**Run 1: routing congestion map**

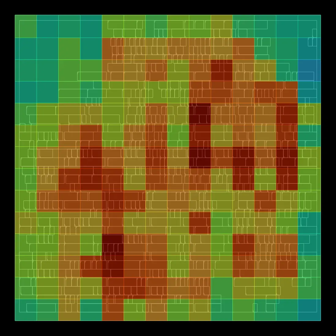
**Run 1: sequential cells colored by netlist name**

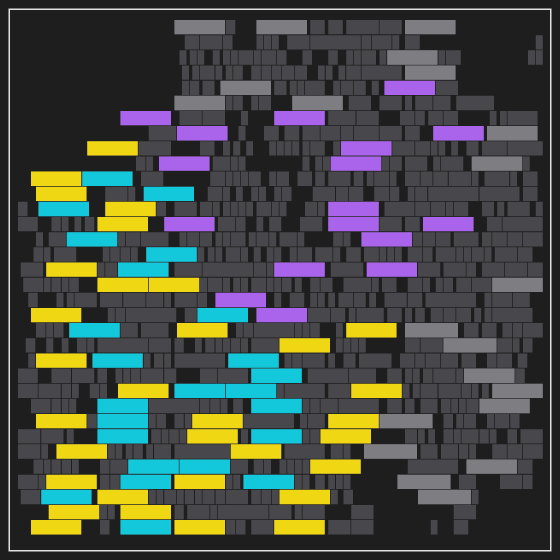
**Run 1: clock wires, drivers and flops**

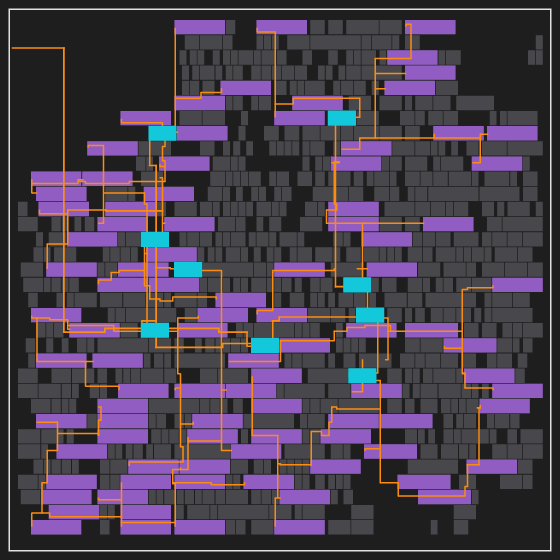
Design cmd_packer, sky130hd; sources not shown.
==> metrics.csv, run 1 <==
stage,metric,value,unit
clocking,CTS Sinks,94,
logic_synthesis,Cell Type Count,28,
clocking,root buf cell,clkbuf_8,
global_routing,vias in the first global route,3869,
logic_synthesis,"mux frac, synth",0,
pwr,Max VDD drop,0.662,mV
run_status,outcome,finished with violations,
logic_synthesis,and+or+nand+nor area frac,0.238,
logic_synthesis,Avg Inst Size Synth,8.35,µm²
pwr,Switching Fraction,0.333,
logic_synthesis,Syn Inst Count,518,
route,DR WL/cell,16.2,µm
critical_path,CP max stage cell,dfrtp_2,
floorplanning,width of the chip,96.9,µm
final_timing,final hold slack,0.351,ns
final_timing,Max Slew Vio Count,0,
global_routing,largest net degree at the start of global routing,33,
run_status,violated checks,negative setup slack,
logic_synthesis,Synth flops,94,
min_path,Hold Crit Class,input pin to async pin,
route,drt drc,0,
route,WL met1,5.27,mm
final_timing,final worst setup slack,-0.366,ns
flow_run,Tool Warnings,32,
critical_path,CP arrival,2.06,ns
floorplanning,core region area,8720,µm²
final_timing,Setup Viol. Count Final,86,
final_layout,max reg flops,32,
logic_synthesis,Top non-seq family,simple AND/OR/NAND/NOR gates,
critical_path,R2R setup slack,-0.37,ns
floorplanning,cell row count,34,
route,final wirelength,12.8,mm
route,antenna-violating nets left,0,
final_layout,layout cells sized above 1,0.357,
final_timing,unrepaired setup endpoints after global routing,yes,
route,Top Metal Used,met4,
clocking,htree depth,3,
final_layout,Antenna diodes,0,
route,DR pass1 iterations,5,
critical_path,max incr delay on CP,0.42,ns
pwr,Sequential Power Share,0.501,
final_timing,final worst path period share,1.26,
logic_synthesis,area fraction in xor and xnor cells,0.0220,
placement,Post-DP Area,5590,µm²
-- 'routing congestion map' (at the start) --
GR peak layer: met2
aggregate global-route resource usage: 0.237

-- 'sequential cells colored by netlist name' (at the start) --
| color | netlist name | placed flops |
|---|---|---|
| purple | `tmo_q` | 17 |
| cyan | `word_q` | 24 |
| yellow | `fifo_wr_data` | 32 |
Seq/total area: 0.363
seq pwr: 0.00315 W
Final Util: 0.745
FF/Latch Area: 2360 µm²

-- 'clock wires, drivers and flops' (at the start) --
[purple] flip-flops | count: 94
[cyan] clock-net drivers | count: 9
[orange] clock wires | length: 1,140 µm
flops lie: spread over the die
routed clock nets: 10
Worst Skew: 0.0153 ns
clock group power: 0.00188 W
Late-Pin Clk Latency: 0.37 ns
clock share of power: 0.300

-- run 1: cell usage after synthesis (all sizes together) --
library cell	n	area (µm²)
nand3b	2	15.0
clkbuf	8	30.0
nand2	154	583
a21oi	6	30.0
dfrtp	94	2350
ha	8	100
nand4	13	81.3
o21ai	59	295
o21a	1	7.51
o21bai	1	7.51
nor3	8	40.0
xor2	5	51.3
o2bb2ai	1	8.76
conb	1	3.75
nand3	23	115
a31o	1	8.76
a21boi	3	22.5
inv	65	244
buf	13	88.8
nor2	47	196
xnor2	5	43.8
-- run 1: worst max-delay path, delay by kind of cell (launching register included) --
family	cells	cell delay [ns]
adder cells (fa/ha/maj)	1	0.15
AND-OR/OR-AND	1	0.17
flip-flops	1	0.42
AND/OR/NAND/NOR	2	0.22
buffers and inverters	6	0.73
-- run 1: metrics by stage --
step	setup TNS, ns	total power [W]	instances	setup slack (ns)
after floorplan	-16.50	0.00376	523	-0.379
after global placement	-21.69	0.00423	739	-0.371
after detailed placement	-24.02	0.00428	739	-0.408
after CTS	-14.11	0.00610	763	-0.238
after global routing	-27.38	0.00656	788	-0.425
final	-21.54	0.00629	788	-0.366
-- run 1: power groups by stage --
stage	registers (W)	logic, W	clock network, W
after global routing	0.00318	0.00135	0.00203
after global placement	0.00317	0.00105	0
after detailed placement	0.00319	0.00109	0
after CTS	0.00314	0.00109	0.00187
after floorplan	0.00342	0.000345	0
final	0.00315	0.00125	0.00188
-- run 1: logic make-up (layout without fill, tap and decap cells) --
| family | after synthesis | in the layout |
|---|---|---|
| AND/OR/NAND/NOR | 247 | 249 |
| flip-flops | 94 | 94 |
| buffers and inverters | 86 | 241 |
| AND-OR/OR-AND | 72 | 72 |
| XOR/XNOR | 10 | 10 |
| adder cells (fa/ha/maj) | 8 | 8 |
| other | 1 | 6 |
-- run 1: per-layer routing --
layer,global-route usage,vias to the layer above
met1,0.307,2023
li1,-,1953
met4,0.0804,0
met3,0.0426,26
met2,0.402,156
met5,0,-
-- run 1: repair_timing --
action                     in CTS  in global routing
setup endpoints to repair     142                114
buffers inserted                7                 12
pin swaps                       6                  9
hold endpoints to repair       21                  0
gates resized                 183                117
cloned                          1                 14
hold buffers                    1                  0
-- run 1: cell type report --
class	count	area, µm²
fill	559	2220
timing repair buffer	160	1590
multi-input combinational	345	1940
sequential	94	2360
tap	108	135
clock buffer	9	124
inverter	65	254
clock inverter	7	88.8
**Run 1: M1 wires**

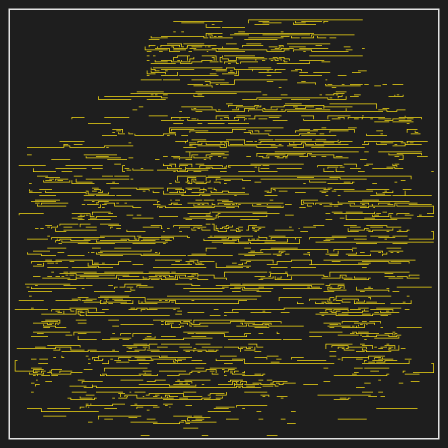

==> inputs of run 2 (changes only) <==
--- a/config.mk
+++ b/config.mk
@@ -10,6 +10,7 @@
 export CTS_CLUSTER_SIZE = 28
 export DETAILED_ROUTE_END_ITERATION = 7
 export PLACE_DENSITY = 0.85
+export SKIP_CTS_REPAIR_TIMING = 1
 export SLEW_MARGIN = 10
 export SYNTH_ARGS = -nofsm -noshare
 export SYNTH_HDL_FRONTEND = slang
**Run 2: M1 wires**

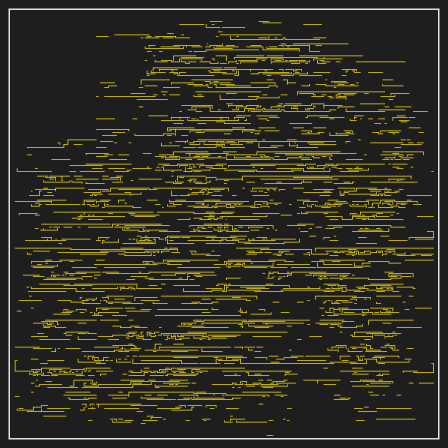
share of all routed wire: 41%
main direction: horizontal
vias: 4,179
met1 Resource Use GR: 0.289
final wirelength: 12.8 mm

**Run 2: clock wires, drivers and flops**

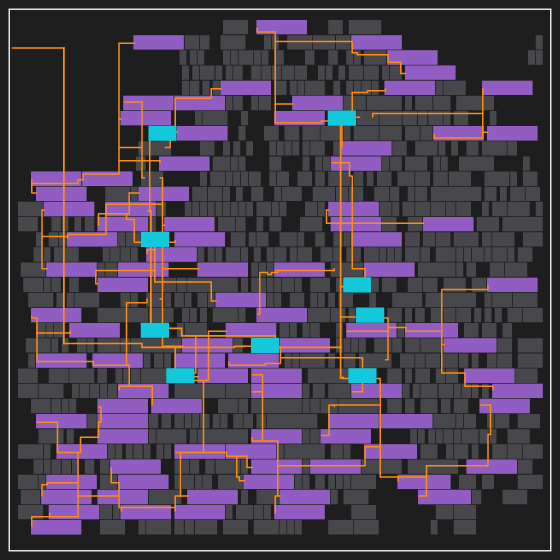
[orange] clock wires | length: 1,130 µm
[purple] flip-flops | count: 94
[cyan] clock-net drivers | count: 9
routed clock nets: 10
Worst Skew: 0.0162 ns
clock share of power: 0.299

==> metrics.csv, run 2 <==
stage,metric,value,unit,change
pwr,Sequential Power Share,0.500,,about the same
final_layout,FF/Latch Area,2360,µm²,unchanged
floorplanning,width of the chip,96.9,µm,unchanged
route,antenna-violating nets left,0,,unchanged
final_timing,Setup Viol. Count Final,90,,+4.7%
min_path,Hold Crit Class,input pin to async pin,,
final_timing,final worst path period share,1.31,,+0.0468
critical_path,max incr delay on CP,0.43,ns,about the same
logic_synthesis,Main synth FF type,dfrtp_1,,
final_layout,fillers,573,,+2.5%
pwr,Max VDD drop,0.674,mV,+1.8%
logic_synthesis,Top-area cell share,0.544,,unchanged
final_layout,Antenna diodes,0,,unchanged
logic_synthesis,Top area cell types,"dfrtp_1 54%, nand2_1 13%, o21ai_0 6.8%",,
final_timing,Max Slew Vio Count,0,,unchanged
flow_run,Tool Warnings,31,,-3.1%
logic_synthesis,Avg Inst Size Synth,8.35,µm²,unchanged
global_routing,largest net degree at the start of global routing,49,,+48%
critical_path,CP arrival,2.10,ns,+0.04 ns
floorplanning,core region area,8720,µm²,unchanged
logic_synthesis,"top cells by count, synth","152 x nand2_1, 94 x dfrtp_1, 62 x inv_1",,
logic_synthesis,Synth flops,94,,unchanged
clocking,root buf cell,clkbuf_8,,
run_status,outcome,finished with violations,,
final_layout,max reg flops,32,,unchanged
clocking,htree depth,3,,unchanged
clocking,CTS Sinks,94,,unchanged
logic_synthesis,cell type with the largest total area,dfrtp_1,,
logic_synthesis,Syn Inst Count,518,,unchanged
final_timing,unrepaired setup endpoints after global routing,yes,,
clocking,Late-Pin Clk Latency,0.37,ns,about the same
pwr,Final Power,0.00630,W,+0.14%
final_layout,layout cells sized above 1,0.289,,-0.0685
final_layout,Final Util,0.745,,about the same
run_status,violated checks,negative setup slack,,
logic_synthesis,Cell Type Count,28,,unchanged
logic_synthesis,most frequent cell after synthesis,nand2_1,,
critical_path,CP max stage cell,dfrtp_2,,
final_timing,final worst setup slack,-0.431,ns,-0.0656 ns
[run 2: cell types whose count changed in the layout (fill, tap and decap cells not counted), sizes merged]
cell and change:
buf -7, clkbuf -10, dlygate4sd2 -1, inv -1, clkdlybuf4s15 -25, nand2 -1
clkinv +1, nor2 +1, dlymetal6s2s +38
[run 2: metal layers]
metal,vias up,routed length (µm),GRT usage
met2,173,6550,0.358
met5,-,0,0
met1,2034,5240,0.289
li1,1942,-,-
met3,30,717,0.0470
met4,0,306,0.0792
[run 2: logic make-up after synthesis]
| family | Yosys count | synth area share |
|---|---|---|
| and+or+nand+nor | 247 | 0.238 |
| DFF | 94 | 0.544 |
| buffers and inverters | 86 | 0.0839 |
| AOI/OAI and AO/OA | 72 | 0.0879 |
| xor gates and xnor gates | 10 | 0.0220 |
| adders and majority gates | 8 | 0.0231 |
| other | 1 | 0.000867 |
[run 2: stage by stage]
step	setup slack, ns	TNS [ns]	cells	instance area [µm²]	hold slack (ns)
floorplan	-0.379	-16.50	523	4430	-0.0156
global placement	-0.371	-21.69	739	5590	0.200
detailed placement	-0.408	-24.02	739	5590	0.211
CTS	-0.404	-31.74	755	5800	-0.196
global route	-0.436	-26.81	783	6500	0.362
finish	-0.431	-21.42	783	6500	0.353
[run 2: critical path, delay by kind of cell (launching register included)]
family,cells,cell delay (ns)
buffers and inverters,6,0.72
flip-flops,1,0.43
AND/OR/NAND/NOR,2,0.23
AND-OR/OR-AND,1,0.21
adder cells (fa/ha/maj),1,0.15
[run 2: power by group through the flow]
stage | Combinational, W | Clock, W | Sequential (W)
after floorplan | 0.000345 | 0 | 0.00342
after global placement | 0.00105 | 0 | 0.00317
after detailed placement | 0.00109 | 0 | 0.00319
after CTS | 0.00110 | 0.00187 | 0.00313
after global routing | 0.00137 | 0.00203 | 0.00317
final | 0.00127 | 0.00188 | 0.00315
[run 2: cell type report]
type / count / area share
Clock buffer: 9 / 0.0191
Clock inverter: 7 / 0.0137
Inverter: 65 / 0.0391
Multi-Input combinational cell: 345 / 0.295
Sequential cell: 94 / 0.363
Tap cell: 108 / 0.0208
Timing Repair Buffer: 155 / 0.249
No activity file was given, so power comes from the tool's default toggle rates.
